===== config.mk =====
export PLATFORM = sky130hd
export DESIGN_NAME = pc_gen
export DESIGN_NICKNAME = d
export VERILOG_FILES = /design/src/rtl/pc_pkg.sv /design/src/rtl/pc_next_mux.sv /design/src/rtl/pc_gen.sv
export SDC_FILE = /design/constraint.sdc
export NUM_CORES = 1
export LEC_CHECK = 0
export ABC_AREA = 1
export ABC_CLOCK_PERIOD_IN_PS = 2910
export CAP_MARGIN = 40
export CORE_MARGIN = 5
export CORE_UTILIZATION = 50
export DETAILED_ROUTE_END_ITERATION = 6
export GPL_ROUTABILITY_DRIVEN = 0
export PLACE_DENSITY = 0.9
export SLEW_MARGIN = 20
export SYNTH_ARGS = -nofsm -noshare
export SYNTH_HDL_FRONTEND = slang
export SYNTH_HIERARCHICAL = 1
export SYNTH_SLANG_ARGS = --single-unit

===== constraint.sdc =====
create_clock -name clk -period 2.91 [get_ports clk]
set_input_delay 0.582 -clock clk [delete_from_list [all_inputs] [get_ports clk]]
set_output_delay 0.582 -clock clk [all_outputs]
set_load 0.02 [all_outputs]

===== src/rtl/pc_pkg.sv =====
// Shared definitions for the fetch PC generator: redirect-source and FSM encodings.
package pc_pkg;

   localparam int XLEN = 32;

   typedef enum logic [1:0] {
      PC_SEL_NONE   = 2'b00,
      PC_SEL_BRANCH = 2'b01,
      PC_SEL_JUMP   = 2'b10,
      PC_SEL_TRAP   = 2'b11
   } pc_sel_e;

   typedef enum logic [1:0] {
      ST_BOOT = 2'b00,
      ST_RUN  = 2'b01,
      ST_HALT = 2'b10
   } state_e;

   function automatic logic is_misaligned(input logic [XLEN-1:0] addr);
      return (addr[1:0] != 2'b00);
   endfunction

endpackage


===== src/rtl/pc_next_mux.sv =====
// Next-PC candidate select: sequential PC+4, branch, jump or trap target.
module pc_next_mux
   import pc_pkg::*;
(
   input  logic [XLEN-1:0] pc_plus4,
   input  logic [XLEN-1:0] branch_target,
   input  logic [XLEN-1:0] jump_target,
   input  logic [XLEN-1:0] trap_target,
   input  pc_sel_e         sel,
   output logic [XLEN-1:0] next_pc
);

   always_comb begin
      next_pc = pc_plus4;
      case (sel)
         PC_SEL_NONE:   next_pc = pc_plus4;
         PC_SEL_BRANCH: next_pc = branch_target;
         PC_SEL_JUMP:   next_pc = jump_target;
         PC_SEL_TRAP:   next_pc = trap_target;
         default:       next_pc = pc_plus4;
      endcase
   end

endmodule


===== src/rtl/pc_gen.sv =====
// Fetch PC generator: BOOT/RUN/HALT control, PC register with redirects,
// misaligned-target trapping and an accepted-fetch counter.
module pc_gen
   import pc_pkg::*;
#(
   parameter logic [31:0] RESET_VECTOR = 32'h0000_0000
)(
   input  logic        clk,
   input  logic        rst_n,
   input  logic [1:0]  pc_sel,
   input  logic        redirect_valid,
   input  logic [31:0] branch_target,
   input  logic [31:0] jump_target,
   input  logic [31:0] trap_vector,
   input  logic        stall,
   input  logic        req_ready,
   output logic        req_valid,
   output logic [31:0] req_addr,
   output logic        misalign_err,
   output logic [31:0] misalign_addr,
   output logic [31:0] fetch_count
);

   state_e          state_q, state_d;
   logic [XLEN-1:0] pc_q, pc_d;
   logic            misalign_err_q, misalign_err_d;
   logic [XLEN-1:0] misalign_addr_q, misalign_addr_d;
   logic [XLEN-1:0] fetch_count_q, fetch_count_d;

   pc_sel_e         sel;
   pc_sel_e         mux_sel;
   logic            redirect;
   logic            accepted;
   logic [XLEN-1:0] trap_target;
   logic [XLEN-1:0] next_pc;

   assign sel         = pc_sel_e'(pc_sel);
   assign redirect    = redirect_valid && (sel != PC_SEL_NONE);
   assign req_valid   = (state_q == ST_RUN);
   assign accepted    = req_valid && req_ready;
   assign trap_target = trap_vector & 32'hFFFF_FFFC;
   assign mux_sel     = redirect ? sel : PC_SEL_NONE;

   pc_next_mux u_next_mux (
      .pc_plus4      (pc_q + 32'd4),
      .branch_target (branch_target),
      .jump_target   (jump_target),
      .trap_target   (trap_target),
      .sel           (mux_sel),
      .next_pc       (next_pc)
   );

   always_comb begin
      state_d         = state_q;
      pc_d            = pc_q;
      misalign_err_d  = 1'b0;
      misalign_addr_d = misalign_addr_q;
      fetch_count_d   = fetch_count_q;
      case (state_q)
         ST_BOOT: state_d = ST_RUN;
         ST_RUN: begin
            if (accepted) fetch_count_d = fetch_count_q + 32'd1;
            // A redirect wins over both stall and a pending handshake.
            if (redirect) begin
               if (sel == PC_SEL_TRAP) begin
                  pc_d = next_pc;
               end else if (is_misaligned(next_pc)) begin
                  misalign_err_d  = 1'b1;
                  misalign_addr_d = next_pc;
                  state_d         = ST_HALT;
               end else begin
                  pc_d = next_pc;
               end
            end else if (accepted && !stall) begin
               pc_d = next_pc;
            end
         end
         ST_HALT: begin
            if (redirect && (sel == PC_SEL_TRAP)) begin
               pc_d    = next_pc;
               state_d = ST_RUN;
            end
         end
         default: state_d = ST_BOOT;
      endcase
   end

   always_ff @(posedge clk or negedge rst_n) begin
      if (!rst_n) begin
         state_q         <= ST_BOOT;
         pc_q            <= RESET_VECTOR;
         misalign_err_q  <= 1'b0;
         misalign_addr_q <= '0;
         fetch_count_q   <= '0;
      end else begin
         state_q         <= state_d;
         pc_q            <= pc_d;
         misalign_err_q  <= misalign_err_d;
         misalign_addr_q <= misalign_addr_d;
         fetch_count_q   <= fetch_count_d;
      end
   end

   assign req_addr      = pc_q;
   assign misalign_err  = misalign_err_q;
   assign misalign_addr = misalign_addr_q;
   assign fetch_count   = fetch_count_q;

endmodule


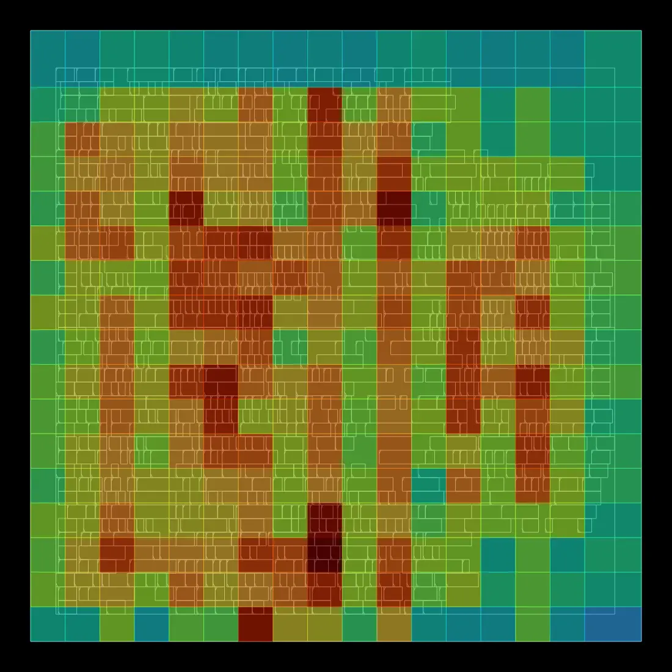
Run 1: track usage over the die
total track usage: 24.6%
WL per Instance: 15.6 um
Final Util: 70.9%

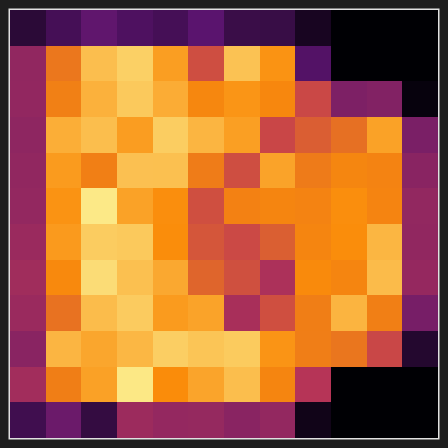
Run 1: cell area per tile
The die is cut into 12 by 12 equal tiles; black is low, pale yellow is high, 0 to 100% covered.
emptiest ninth of the die: upper right
tiles over 75% full: 36%
fullest tile: 95%
nearly empty tiles: 8.3%
mean over tiles: 56%
FP Util: 51.5%
core area: 12100 sq um

==> results.json, run 1 <==
{
  "drc": 0,
  "compound_area_share_pct": 6.02,
  "startpoint": "pc_sel[1]",
  "wl_met2_mm": 9.11,
  "regToRegSetupSlack_ns": 0.77,
  "slowest_delay_ns": 0.47,
  "synthesis.area_sq_um": 6240,
  "finalHoldViolCount": 0,
  "ys_ff": 99,
  "placedCellCount": 1177,
  "warnings": 28,
  "ant_nets": 0,
  "grt_util_met3_pct": 5.90,
  "drive_above_1_share_pct": 7.12,
  "required_ns": 3.18,
  "power_frac_seq_pct": 34.4,
  "rsz0062_at_grt": "no",
  "fillers": 977,
  "ys_sh_simple_pct": 38.6,
  "yosysUniqueCellTypes": 35,
  "setup_ws_ns": 0.390,
  "comb_area_sq_um": 3150,
  "grt_max_degree": 83,
  "share_comb_of_total_power_pct": 46.4,
  "status": "finished clean",
  "met3WireLength_mm": 1.61,
  "cp_data_arrival_time_ns": 2.79,
  "lay_top_cells": "226 x nand2_1, 197 x clkdlybuf4s50_1, 119 x nand3_1, 99 x dfrtp_1, 82 x inv_1",
  "grt_overflow": 0,
  "numCtsBuffers": 9,
  "dp_hpwl_mm": 14.2,
  "tns_ns": 0,
  "fa_ha_area_share_pct": 0.401,
  "io_pins": 201,
  "avgSynthCellArea_sq_um": 7.48,
  "io_buffers": 198,
  "yosys_area_sq_um": 6240,
  "yosysWarnings": 6,
  "root_buffer": "clkbuf_16",
  "cts_max_level": 3,
  "leakage_nw": 3.72,
  "powerDensity_nw_per_um2": 757,
  "grt_pass1_vias": 6035,
  "clk_latency_ns": 0.34,
  "switchingPower_mw": 2.65,
  "final_cells": 1193,
  "post_cts_resized": 0,
  "dr.first_iter.drc_count": 586,
  "critPathKind": "in -> reg",
  "grt_busiest_layer": "met2",
  "wl_mm": 18.6,
  "r2r-start": "req_addr[2]",
  "areaGrowthSynthToFinish_pct": 37.6,
  "via_count": 6406,
  "top_logic_kind": "simple AND/OR/NAND/NOR gates",
  "antenna_found_initial": 0,
  "cp_common_cell": "nand2_1",
  "hp-class": "in -> async",
  "routed.top_layer": "met4",
  "worst_ir_drop_vdd_uv": 446
}
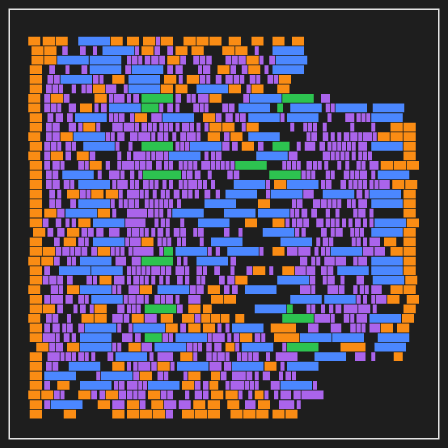
Run 1: placed cells, one color a class
[other buffers and delay cells] orange | cells: 210 | share of their area: 25%
[all other logic] purple | cells: 700 | share of their area: 41%
[clock drivers and dummy loads] green | cells: 16 | share of their area: 3.8%
[flip-flops] blue | cells: 99 | share of their area: 30%

run 1: through the flow:
stage	cell area, sq um	utilization (%)
global placement	8270	68.3
detailed placement	8270	68.3
finish	8580	70.9
global route	8580	70.9
CTS	8580	70.9
floorplan	6240	-
run 1: power groups by stage:
stage               clock network [mW]  registers (mW)  logic, mW
CTS                               1.26            2.23       3.03
detailed placement                   0            2.24       3.02
global placement                     0            2.22       2.94
global route                      1.31            2.30       3.26
floorplan                            0            2.66       1.20
finish                            1.25            2.24       3.01
run 1: synth_stat cells (all sizes together):
library cell,n
xnor2,17
nand3b,14
dfrtp,99
nand4,40
inv,87
xor2,19
buf,34
a21oi,1
nand2,231
nor2,65
and2,1
nand3,134
ha,2
clkbuf,2
nor4,1
conb,1
o21ai,67
o21bai,1
o211ai,2
nor3,16
run 1: worst max-delay path, delay by kind of cell:
family	cells	cell delay, ns
compound gates	3	0.62
simple gates	7	0.76
buf+inv	3	0.79
run 1: registers in the layout (all words and copies together), names as in the netlist:
register and cells:
misalign_addr 32, state_q 2, req_addr 32, misalign_err 1, fetch_count 32
run 1: area by class of cell:
type                    count  share of cell area, %
clock buffers              12                   3.11
clock inverters             4                  0.554
inverters                  87                   3.81
multi-input cells         613                   36.7
flip-flops and latches     99                   28.9
well taps                 168                   2.45
repair buffers            210                   24.6
run 1: worst min path at each step:
stage	startpoint	end	slack (ns)	depth (start not counted)
final	rst_n	fetch_count[7]	0.1	1
after floorplan	rst_n	fetch_count[0]	0.29	0
after detailed placement	rst_n	fetch_count[6]	0.46	1
after CTS	rst_n	fetch_count[7]	0.1	1
after global routing	rst_n	fetch_count[7]	0.10	1
after global placement	rst_n	fetch_count[6]	0.46	1
Run 1, sizing map:
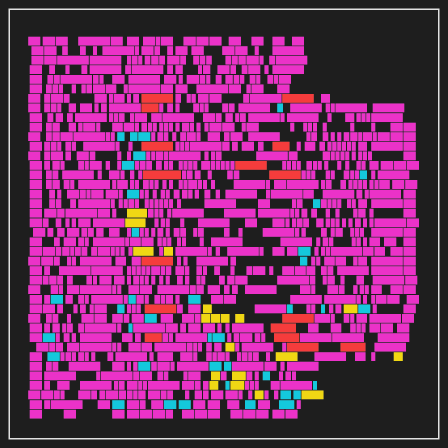

==> run 2: changes to the inputs <==
- CELL_PAD_IN_SITES_DETAIL_PLACEMENT: not set -> 0
- CELL_PAD_IN_SITES_GLOBAL_PLACEMENT: not set -> 1
- CORE_MARGIN: 5 -> not set
- CORE_UTILIZATION: 50 -> 36
- PLACE_DENSITY: 0.9 -> 0.91
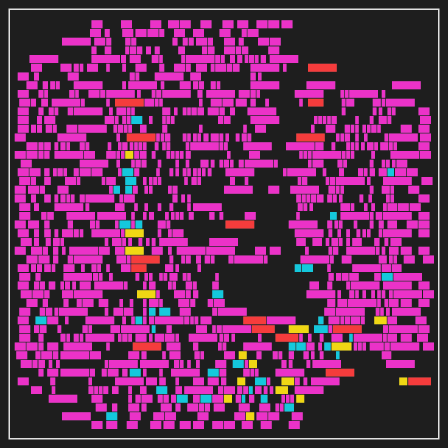
Run 2: sizing map
[drive 1 or less] magenta | cells: 953 | most used: nand2_1
[drive 6 and up] red | cells: 15 | most used: clkbuf_16
[drive 3 to 4] yellow | cells: 16 | most used: buf_4
[drive 2] cyan | cells: 37 | most used: nand3_2

==> results.json, run 2 <==
{
  "ys_ff": 99,
  "ys_top_cells_by_count": "226 x nand2_1, 119 x nand3_1, 99 x dfrtp_1, 82 x inv_1, 58 x nor2_1",
  "antenna_found_initial": 0,
  "share_comb_of_total_power_pct": 47.2,
  "edf_count": 0,
  "top_logic_kind": "simple AND/OR/NAND/NOR gates",
  "yosysUniqueCellTypes": 35,
  "final_cells": 1241,
  "slowest_delay_ns": 0.45,
  "numCtsBuffers": 9,
  "grt_util_met3_pct": 5.29,
  "grt_busiest_layer": "met2",
  "fin_worst_skew_ns": 0.00745,
  "critPathKind": "in -> reg",
  "initCoreUtil_pct": 37.2,
  "placedCellCount": 1227,
  "switchingPower_mw": 2.64,
  "yosys_area_sq_um": 6240,
  "cts_max_level": 3,
  "routed.top_layer": "met4",
  "async_flop_share_pct": 100,
  "wl_mm": 18.2,
  "core_sq_um": 16800,
  "ant_nets": 0,
  "status": "finished clean",
  "ys_sh_simple_pct": 38.6,
  "grt_pass1_vias": 5856,
  "post_drt_wl_per_cell_um": 14.7,
  "tns_ns": 0,
  "ff_type": "dfrtp_1",
  "clk_latency_ns": 0.35,
  "worst_ir_drop_vdd_uv": 523,
  "dp_hpwl_mm": 13.5,
  "root_buffer": "clkbuf_16",
  "grt_use_total_pct": 21.2,
  "cp_data_arrival_time_ns": 2.73,
  "wl_met2_mm": 8.79,
  "lay_top_cells": "226 x nand2_1, 197 x clkdlybuf4s50_1, 119 x nand3_1, 99 x dfrtp_1, 82 x inv_1",
  "drc": 0,
  "crit_chain": "clkdlybuf4s50_1 > o21ai_2 > nor2_4 > nor2_2 > nand2_1 > nand4_1 > inv_1 > a21oi_1 > nand2_2 > nand3_4 > buf_12 > nand2_1 > o21ai_1",
  "powerDensity_nw_per_um2": 744,
  "post_cts_resized": 0,
  "yosysWarnings": 6,
  "drive_above_1_share_pct": 6.66,
  "required_ns": 3.18,
  "dr.first_iter.drc_count": 319,
  "leakage_nw": 3.70,
  "post-synth-top-count-cell": "nand2_1",
  "via_count": 6066,
  "grt_overflow": 0,
  "fin_util_pct": 51.3,
  "avgSynthCellArea_sq_um": 7.48,
  "compound_area_share_pct": 6.02,
  "io_pins": 201,
  "synthesis.area_sq_um": 6240
}
## run 2: cell counts after synthesis
Identical to the previous run, type by type.
## run 2: cells by family after synthesis
| group | Yosys count |
|---|---|
| AOI/OAI and AO/OA | 71 |
| xor gates and xnor gates | 36 |
| adders and majority gates | 2 |
| buffers and inverters | 123 |
| DFF | 99 |
| other | 1 |
| and+or+nand+nor | 502 |
## run 2: power groups by stage
stage	Sequential, mW	Combinational, mW	Clock (mW)
floorplan	2.66	1.20	0
global placement	2.24	3.00	0
detailed placement	2.25	3.04	0
CTS	2.24	3.05	1.18
global route	2.31	3.32	1.23
finish	2.23	3.02	1.14
## run 2: through the flow
step	setup slack, ns	cell area (sq um)
after floorplan	0.620	6240
after global routing	0.227	8600
after CTS	0.450	8600
after detailed placement	0.0914	8330
final	0.450	8600
after global placement	0.140	8330
## run 2: worst max-delay path: cells and delay by family
family                 cells  cell delay, ns
AND/OR/NAND/NOR            7            0.81
AND-OR/OR-AND              3            0.59
buffers and inverters      3            0.72
## run 2: path summary, 6_finish.rpt
path                              startpoint                end  slack [ns]  cells after the start
max                                pc_sel[1]       req_addr[20]        0.45                     13
max in group asynchronous              rst_n       req_addr[21]        2.20                      2
min in group clk           misalign_addr[30]  misalign_addr[30]        0.49                      2
min reg2reg                misalign_addr[30]  misalign_addr[30]        0.49                      2
min                                    rst_n     fetch_count[0]        0.27                      2
max reg2reg                      req_addr[2]  misalign_addr[16]        0.83                     10
## run 2: final cells by class
cell class / count / area (sq um) / share of cell area (%)
Clock buffer: 12 / 256 / 2.98
Tap cell: 220 / 275 / 3.20
Timing Repair Buffer: 208 / 2100 / 24.5
Sequential cell: 99 / 2480 / 28.8
Clock inverter: 2 / 12.5 / 0.145
Multi-Input combinational cell: 613 / 3150 / 36.6
Inverter: 87 / 327 / 3.80
Run 2, placed cells, one color a class:
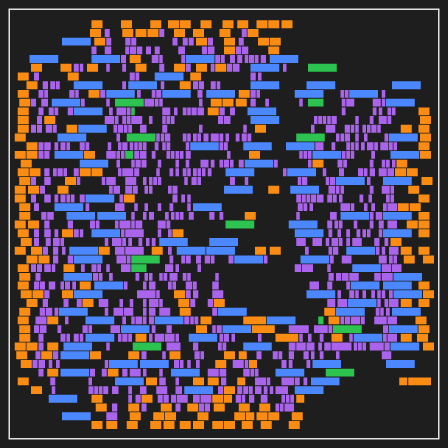

==> run 3: changes to the inputs <==
- ABC_CLOCK_PERIOD_IN_PS: 2910 -> 2000
- CORE_UTILIZATION: 36 -> 30
- PLACE_DENSITY: 0.91 -> 0.81
- clock period: 2.91 -> 2 ns (I/O delays scaled with it)
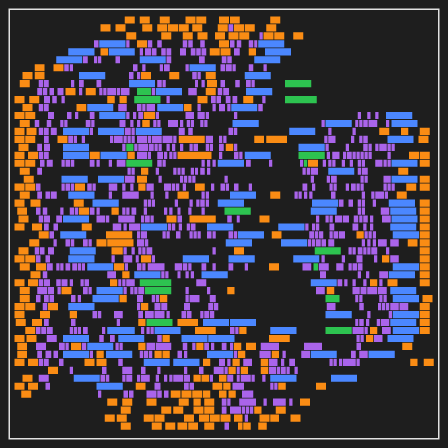
Run 3: placed cells, one color a class
[all other logic] purple | cells: 701 | share of their area: 39%
[clock drivers and dummy loads] green | cells: 16 | share of their area: 3.7%
[flip-flops] blue | cells: 99 | share of their area: 28%
[other buffers and delay cells] orange | cells: 264 | share of their area: 29%
Rows: 52
core area: 20300 sq um
Design Area, Final: 9310 sq um
sequential share of cell area: 26.6%

==> results.json, run 3 <==
{
  "grt_pass1_vias": 5819,
  "required_ns": 1.60,
  "powerDensity_nw_per_um2": 1120,
  "grt_overflow": 0,
  "clockBufferDepth": 2,
  "post-synth-top-count-cell": "nand2_1",
  "io_pins": 201,
  "wl_mm": 20.5,
  "avgSynthCellArea_sq_um": 7.48,
  "top_area_cell": "dfrtp_1",
  "leakage_nw": 4.07,
  "antenna_cells": 0,
  "ant_nets": 0,
  "worst_ir_drop_vdd_uv": 449,
  "ys_top_cells_by_count": "226 x nand2_1, 119 x nand3_1, 99 x dfrtp_1, 82 x inv_1, 58 x nor2_1",
  "synthesis.area_sq_um": 6240,
  "postPlaceCellArea_sq_um": 8700,
  "nets": 1180,
  "post_cts_resized": 5,
  "dp_hpwl_mm": 15.1,
  "path_clk_slew_ns": 0.07,
  "ys_seq_share_pct": 39.7,
  "die_h_um": 146,
  "placedCellCount": 1316,
  "dr.pass1.iters": 4,
  "regToRegSetupSlack_ns": 0.06,
  "areaGrowthSynthToFinish_pct": 49.2,
  "fin_worst_skew_ns": 0.00600,
  "ff_type": "dfrtp_1",
  "place_ws_ns": -0.470,
  "fmax_mhz": 513,
  "ys_ff": 99,
  "dieArea_sq_um": 21400,
  "cts_hold_buf": 1,
  "total_power_mw": 10.4,
  "synth.top_cell.area_share_pct": 39.7,
  "initCoreUtil_pct": 30.7,
  "ys_top_cells_by_area": "dfrtp_1 40%, nand2_1 14%, nand3_1 9.5%",
  "yosysUniqueCellTypes": 35,
  "tns_ns": 0,
  "cts_tree": "built",
  "async_flop_share_pct": 100,
  "rsz0062_at_grt": "yes",
  "post_drt_wl_per_cell_um": 15.2,
  "edf_count": 0,
  "numCtsBuffers": 9,
  "final_common_cell": "nand2_1",
  "drv_cap": 0,
  "drive_above_1_share_pct": 12.8,
  "yosysWarnings": 6,
  "status": "finished clean",
  "fin_util_pct": 45.9,
  "fillers": 2076,
  "slew_violations": 0,
  "cts.sinks": 99,
  "cp-end-kind": "output pin",
  "holdWs_ns": 0.491,
  "grt_use_total_pct": 18.4,
  "grt_max_degree": 45,
  "critPathKind": "reg -> out",
  "cts_max_level": 3,
  "period_used_pct": 97.4,
  "finalHoldViolCount": 0,
  "io_buffers": 198,
  "via_count": 6360,
  "setup_ws_ns": 0.0524,
  "synthCells": 834,
  "die_x_um": 146,
  "drc": 0,
  "cp_max_fo": 5,
  "cp_data_arrival_time_ns": 1.55,
  "dr.first_iter.drc_count": 293,
  "clk_latency_ns": 0.35,
  "antenna_found_initial": 0,
  "final_cells": 1350,
  "yosysCellCount": 834,
  "cts_setup_buffers": 2,
  "vias_per_cell": 4.71,
  "root_buffer": "clkbuf_16",
  "grt_pass1_wl_mm": 30.8,
  "period_minus_slack_ns": 1.95,
  "warnings": 29,
  "setup_viol": 0,
  "critPathLaunchType": "flop",
  "lay_top_cells": "226 x nand2_1, 193 x clkdlybuf4s50_1, 119 x nand3_1, 98 x dfrtp_1, 81 x inv_1",
  "hp-class": "reg -> reg",
  "yosys_area_sq_um": 6240
}
-- run 3: cell counts after synthesis --
No cell type changed its count.
-- run 3: critical path, cell delays in order, from the launching register on --
cell and delay [ns]:
dfrtp_1 0.43, buf_4 0.16, clkdlybuf4s50_1 0.60
-- run 3: where the power goes --
part	leakage, nW	internal (mW)	switching, mW
Sequential	1.30	2.62	0.567
Combinational	2.61	2.44	2.83
Clock	0.159	1.16	0.788
Total	4.06	6.23	4.19
-- run 3: cell type report --
type                    instances  area, sq um  area share [%]
multi-input cells             614         3210            34.5
flip-flops and latches         99         2480            26.6
clock buffers                  12          256            2.76
clock inverters                 4         72.6           0.780
inverters                      87          327            3.51
repair buffers                264         2630            28.2
well taps                     270          338            3.63
-- run 3: path summary, 6_finish.rpt --
kind | start | endpoint | cells after the start
max | req_addr[5] | req_addr[5] | 2
min | misalign_addr[12] | misalign_addr[12] | 2
max reg2reg | req_addr[3] | req_addr[18] | 10
min reg2reg | misalign_addr[12] | misalign_addr[12] | 2
max in group asynchronous | rst_n | req_addr[4] | 3
min in group asynchronous | rst_n | fetch_count[4] | 2
-- run 3: cells by family after synthesis --
group	share of synthesized area (%)
other	0.0601
adder cells (fa/ha/maj)	0.401
flip-flops	39.7
buffers and inverters	10.1
AND-OR/OR-AND	6.02
AND/OR/NAND/NOR	38.6
XOR/XNOR	5.05
-- run 3: metal layers --
layer | track usage, % | vias up | part of all wire [%]
met4 | 5.89 | 0 | 1.7
met1 | 23.4 | 2943 | 43
met2 | 30.5 | 179 | 49
li1 | - | 3217 | -
met5 | 0 | - | 0
met3 | 4.81 | 21 | 6.4
No activity file was given, so power comes from the tool's default toggle rates.
